`src/rtl/uart_arb_pkg.sv`:
```
// Shared definitions for the uart tx arbiter: FSM state encoding, byte width,
// and the rotating first-one search used by the round-robin selector.
package uart_arb_pkg;

    localparam int BYTE_W  = 8;
    localparam int MAX_REQ = 8;

    typedef enum logic [1:0] {
        IDLE   = 2'd0,
        ISSUE  = 2'd1,
        SETTLE = 2'd2,
        DRAIN  = 2'd3
    } arb_state_t;

    // First set bit of req at or after ptr, wrapping modulo n; -1 when none is set.
    function automatic int rr_first(input logic [MAX_REQ-1:0] req, input int ptr, input int n);
        int idx;
        int res;
        res = -1;
        for (int unsigned k = 0; k < MAX_REQ; k++) begin
            idx = ptr + int'(k);
            if (idx >= n) idx = idx - n;
            if (int'(k) < n && res < 0 && req[idx[2:0]]) res = idx;
        end
        return res;
    endfunction

endpackage

```
`src/rtl/uart_tx_arbiter_rr_pick.sv`:
```
// Combinational round-robin selector: one-hot winner and index of the first
// asserted request at or after rr_ptr.
module rr_pick
    import uart_arb_pkg::*;
#(
    parameter  int NUM_REQ = 4,
    localparam int PTR_W   = $clog2(NUM_REQ)
) (
    input  logic [NUM_REQ-1:0] req,
    input  logic [PTR_W-1:0]   rr_ptr,
    output logic [NUM_REQ-1:0] winner,
    output logic [PTR_W-1:0]   winner_idx,
    output logic               any_req
);

    logic [MAX_REQ-1:0] req_ext;
    int                 pick;

    always_comb begin
        req_ext              = '0;
        req_ext[NUM_REQ-1:0] = req;
        pick                 = rr_first(req_ext, int'(rr_ptr), NUM_REQ);
        any_req              = (pick >= 0);
        winner_idx           = any_req ? PTR_W'(pick) : '0;
        winner               = '0;
        if (any_req) winner[winner_idx] = 1'b1;
    end

endmodule

```
`src/rtl/uart_tx_arbiter.sv`:
```
// Round-robin arbiter sharing one buart transmitter among NUM_REQ byte streams.
// Define UART_ARB_TIMEOUT_EN to release a grant left idle for TIMEOUT_CYCLES in ISSUE.
module uart_tx_arbiter
    import uart_arb_pkg::*;
#(
    parameter int NUM_REQ        = 4,
    parameter int SETTLE_CYCLES  = 3,
    parameter int TIMEOUT_CYCLES = 1_000_000
) (
    input  logic                      clk,
    input  logic                      reset,
    input  logic [NUM_REQ-1:0]        req_valid,
    input  logic [BYTE_W*NUM_REQ-1:0] req_data,
    input  logic [NUM_REQ-1:0]        req_last,
    output logic [NUM_REQ-1:0]        req_ready,
    output logic [NUM_REQ-1:0]        grant,
    output logic                      uart_wr,
    output logic [BYTE_W-1:0]         uart_tx_data,
    input  logic                      uart_busy
);

    localparam int PTR_W = $clog2(NUM_REQ);
    localparam int SET_W = $clog2(SETTLE_CYCLES + 1);

    if (NUM_REQ < 2 || NUM_REQ > MAX_REQ || SETTLE_CYCLES < 1 || TIMEOUT_CYCLES < 1) begin : g_bad_cfg
        $error("uart_tx_arbiter: unsupported parameter set");
    end

    arb_state_t         state;
    logic [PTR_W-1:0]   rr_ptr;
    logic [PTR_W-1:0]   g_idx;
    logic [PTR_W-1:0]   pick_idx;
    logic [PTR_W-1:0]   next_ptr;
    logic [NUM_REQ-1:0] pick_onehot;
    logic               pick_any;
    logic               is_last;
    logic               xfer;
    logic [SET_W-1:0]   settle_cnt;

    rr_pick #(.NUM_REQ(NUM_REQ)) u_pick (
        .req        (req_valid),
        .rr_ptr     (rr_ptr),
        .winner     (pick_onehot),
        .winner_idx (pick_idx),
        .any_req    (pick_any)
    );

    assign xfer      = (state == ISSUE) && req_valid[g_idx] && !uart_busy;
    assign req_ready = (xfer && !reset) ? grant : '0;
    assign next_ptr  = (g_idx == PTR_W'(NUM_REQ - 1)) ? '0 : g_idx + 1'b1;

`ifdef UART_ARB_TIMEOUT_EN
    localparam int TO_W_RAW = $clog2(TIMEOUT_CYCLES + 1);
    localparam int TO_W     = (TO_W_RAW < 20) ? 20 : TO_W_RAW;

    logic [TO_W-1:0] idle_cnt;
    logic            timed_out;

    assign timed_out = (state == ISSUE) && !req_valid[g_idx] &&
                       (idle_cnt == TO_W'(TIMEOUT_CYCLES - 1));
`endif

    always_ff @(posedge clk) begin
        if (reset) begin
            state        <= IDLE;
            grant        <= '0;
            g_idx        <= '0;
            rr_ptr       <= '0;
            uart_wr      <= 1'b0;
            uart_tx_data <= '0;
            is_last      <= 1'b0;
            settle_cnt   <= '0;
`ifdef UART_ARB_TIMEOUT_EN
            idle_cnt     <= '0;
`endif
        end else begin
            uart_wr <= 1'b0;
`ifdef UART_ARB_TIMEOUT_EN
            if (state != ISSUE || xfer) idle_cnt <= '0;
            else if (!req_valid[g_idx]) idle_cnt <= idle_cnt + 1'b1;
`endif
            case (state)
                IDLE: begin
                    if (pick_any) begin
                        grant <= pick_onehot;
                        g_idx <= pick_idx;
                        state <= ISSUE;
                    end
                end
                ISSUE: begin
                    if (xfer) begin
                        uart_wr      <= 1'b1;
                        uart_tx_data <= req_data[int'(g_idx)*BYTE_W +: BYTE_W];
                        is_last      <= req_last[g_idx];
                        settle_cnt   <= '0;
                        state        <= SETTLE;
                    end
`ifdef UART_ARB_TIMEOUT_EN
                    else if (timed_out) begin
                        grant  <= '0;
                        rr_ptr <= next_ptr;
                        state  <= IDLE;
                    end
`endif
                end
                SETTLE: begin
                    // settle_cnt counts cycles since the strobe, so the exit test looks one ahead
                    if (settle_cnt != SET_W'(SETTLE_CYCLES)) settle_cnt <= settle_cnt + 1'b1;
                    if (uart_busy || settle_cnt == SET_W'(SETTLE_CYCLES - 1)) state <= DRAIN;
                end
                DRAIN: begin
                    if (!uart_busy) begin
                        if (is_last) begin
                            grant  <= '0;
                            rr_ptr <= next_ptr;
                            state  <= IDLE;
                        end else begin
                            state <= ISSUE;
                        end
                    end
                end
                default: state <= IDLE;
            endcase
        end
    end

endmodule
```
`config.mk`:
```
export PLATFORM = sky130hd
export DESIGN_NAME = uart_tx_arbiter
export DESIGN_NICKNAME = d
export VERILOG_FILES = /design/src/rtl/uart_arb_pkg.sv /design/src/rtl/uart_tx_arbiter_rr_pick.sv /design/src/rtl/uart_tx_arbiter.sv
export SDC_FILE = /design/constraint.sdc
export NUM_CORES = 1
export LEC_CHECK = 0
export ABC_AREA = 1
export CORE_AREA = 2 2 69 103
export CTS_BUF_LIST = sky130_fd_sc_hd__clkbuf_8
export CTS_CLUSTER_DIAMETER = 40
export DETAILED_ROUTE_END_ITERATION = 8
export DIE_AREA = 0 0 71 105
export DONT_BUFFER_PORTS = 1
export MAX_ROUTING_LAYER = met4
export SLEW_MARGIN = 20
export SYNTH_ARGS = -nofsm -noshare
export SYNTH_HDL_FRONTEND = slang
export SYNTH_SLANG_ARGS = --single-unit
export TNS_END_PERCENT = 30
```
`constraint.sdc`:
```
create_clock -name clk -period 5.4 [get_ports clk]
set_input_delay 0.54 -clock clk [delete_from_list [all_inputs] [get_ports clk]]
set_output_delay 0.54 -clock clk [all_outputs]
set_load 0.02 [all_outputs]
```
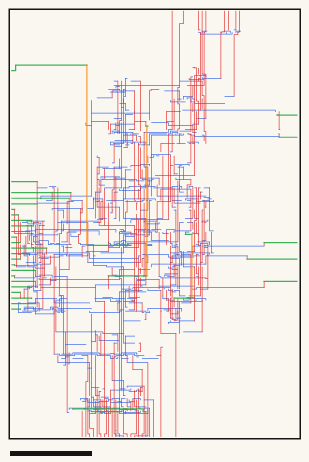
Figure 1: run 1, routed metal, one colour a layer.
Scale bar: 20 um.
blue -> metal 1  # wire length 1570 um
orange -> metal 4  # wire length 96.6 um
red -> metal 2  # wire length 2120 um
green -> metal 3  # wire length 219 um

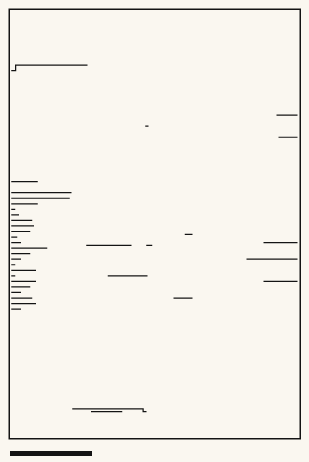
Figure 2: run 1, met3 routing.
Scale bar: 20 um.
share of all routed wire = 5.5%
nets with wire on the layer = 33
longest straight run = 17.5 um

==> CHANGELOG.md, run 1 <==
### Implementation results

* Dpl hpwl at ~3200 um
* Non-CTS buffers at 0
* Post-Layout Cell Count at 321
* Crit path to: req_ready[2]
* Met3 Wirelength at 218 um
* Routed wire length at 3996 um
* Hold endpoint: grant[1]
* Biggest register: uart_tx_data
* Core Region at about 6500 um2
* Clock Skews at 0.003743 ns
* Pleak at 0.7215 nW
* Worst r2r dst: state[0]
* Outcome: complete, no violations
* Slew Limit Fails at 0
* GR peak layer: met2
* Synthesized registers at 22
* Synth logic family: simple AND/OR/NAND/NOR gates
* Ys async rst share at 0
* Post-CTS sizing at 0
* Registers at 22
* Worst Hold Launch: reset
* Total power at 0.0007063 W
* Element type at the critical path start: flip-flop
* Top-area cell share at 0.2774
* ANT cells at 0
* Crit path max fanout at 25
* MI comb area at slightly below 1000 um2
* RR Startpoint: g_idx[0]
* P_clk at about 0.00016 W
* Final instance area at ~1700 um2
* HP Class: in -> reg
* Crit path cell chain: a21oi_1 -> o21ai_0 -> nand3_1 -> nor2_1 -> inv_1 -> nor2_1
* Flip-flop and latch power at 0.000270 W
* Syn avg cell area at approximately 6.4 um2
* Min Tclk post-route at roughly 3.1 ns
* TritonCTS buffer count at 3
* Mapped Nets at between 300 and 400
* Setup TNS at 0 ns
* PD cells at a little over 400 nW/um2
* Yosys warns at 0
* Max-Cap Viols at 0
* FF/Latch Area at roughly 440 um2
* Die width at 71 um
* Hold depth at 1
* Unrepaired setup endpoints after global routing: false
* CTS tree: yes
* Setup ws final at about 2.3 ns
* CTS Sinks at 22
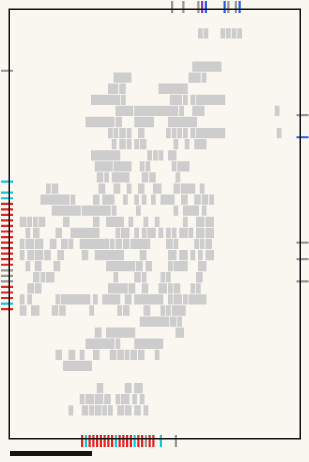
Figure 3: run 1, I/O pins on the die edge.
Scale bar: 20 um. Pins as bars across the die edge, other pins in grey.
blue -> `grant`  # pins 4, direction output, edge 3 top, 1 right
cyan -> `uart_tx_data`  # pins 8, direction output, edge 4 left, 4 bottom
purple -> `uart_wr`  # pins 1, direction output, edge top
red -> `req_data`  # pins 32, direction input, edge 16 left, 16 bottom
all pins by edge = 24 left, 22 bottom, 9 top, 5 right

Figure 4. Cell placement (run 1).
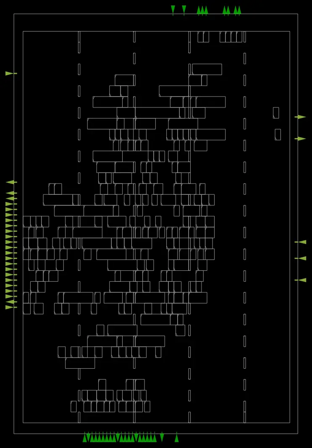

## Run 2: what changed since run 1
==> constraint.sdc (replaced) <==
create_clock -name clk -period 3.25 [get_ports clk]
set_input_delay 0.325 -clock clk [delete_from_list [all_inputs] [get_ports clk]]
set_output_delay 0.325 -clock clk [all_outputs]
set_load 0.02 [all_outputs]
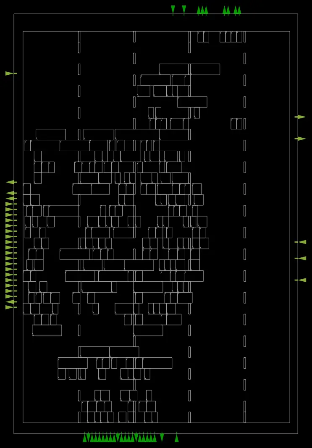
Figure 5: run 2, cell placement.
Fill cells: 710
Post-Layout Cell Count: 322
flop share of the area: 0.2556
Core Region: 6531 um2

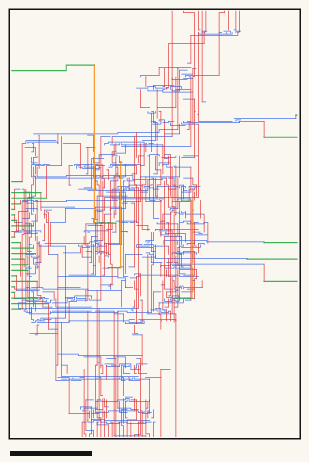
Figure 6: run 2, routed metal, one colour a layer.
Scale bar: 20 um.
orange -> metal 4  # wire length 88.4 um
blue -> metal 1  # wire length 1690 um
red -> metal 2  # wire length 2120 um
green -> metal 3  # wire length 157 um

==> run 2 against run 1 <==
Net effect:
- non-clock buffer count grew 1
- worst setup slack lost 1.4 ns
- global-route usage shrank 0.20 points
- power grew 65%
- via count shrank 1.0%
- wire length grew 1.3%
- synthesized cell count is the same
- area after synthesis is the same
- sequential share of layout area shrank 0.11 points
- critical endpoint is now req_ready[3]
- largest cell class unchanged
- largest power group unchanged
==> CHANGELOG.md, run 2 <==
### Implementation results

* Worst r2r dst: state[0]
* Worst VDD drop at around 0.0003 V
* TritonCTS buffer count at 3
* Setup TNS at 0 ns
* Worst Hold Launch: reset
* Crit path cell chain: a21oi_1 -> o21ai_0 -> nand3_1 -> nor2_1 -> inv_1 -> nor2_1
* RR Startpoint: g_idx[0]
* Crit path to: req_ready[3]
* DR WL met2 at ~2100 um
* Outcome: complete, no violations
* Die width at 71 um
* Hold endpoint: grant[0]
* Synth logic family: simple AND/OR/NAND/NOR gates
* Final Util at 0.2638
* Registers at 22
* P_clk at ~0.00025 W
* Logic share of the area at 0.5585
* ANT cells at 0
* Slew Limit Fails at 0
* Ys async rst share at 0
* Syn avg cell area at around 6.4 um2
* Yosys warns at 0
* Biggest register: uart_tx_data
* Synthesized registers at 22
* Max-Cap Viols at 0
* Top-area cell share at 0.2774
* Pleak at 0.7257 nW
* Beginning of the critical path: g_idx[0]
* HP Class: in -> reg
* Dpl hpwl at between 3000 and 4000 um
* Post-CTS sizing at 0
* Clock Skews at slightly below 0.006 ns
* GR peak layer: met2
* PD cells at 676.1 nW/um2
* Routed wire length at 4046 um
* Element type at the critical path start: flip-flop
* Hold depth at 1
* Flip-flop and latch power at roughly 0.00045 W
* CTS tree: yes
* FF/Latch Area at approximately 440 um2
* Mapped Nets at 301
* Unrepaired setup endpoints after global routing: false
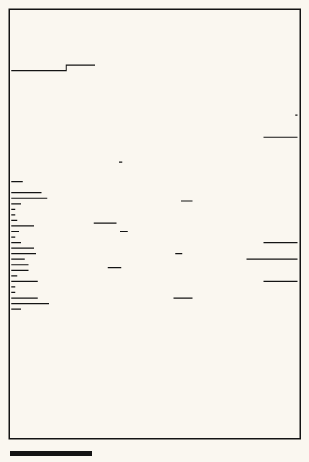
Figure 7: run 2, met3 routing.
Scale bar: 20 um.
nets with wire on the layer = 32
longest straight run = 13.3 um

Power and IR drop assume default switching activity.
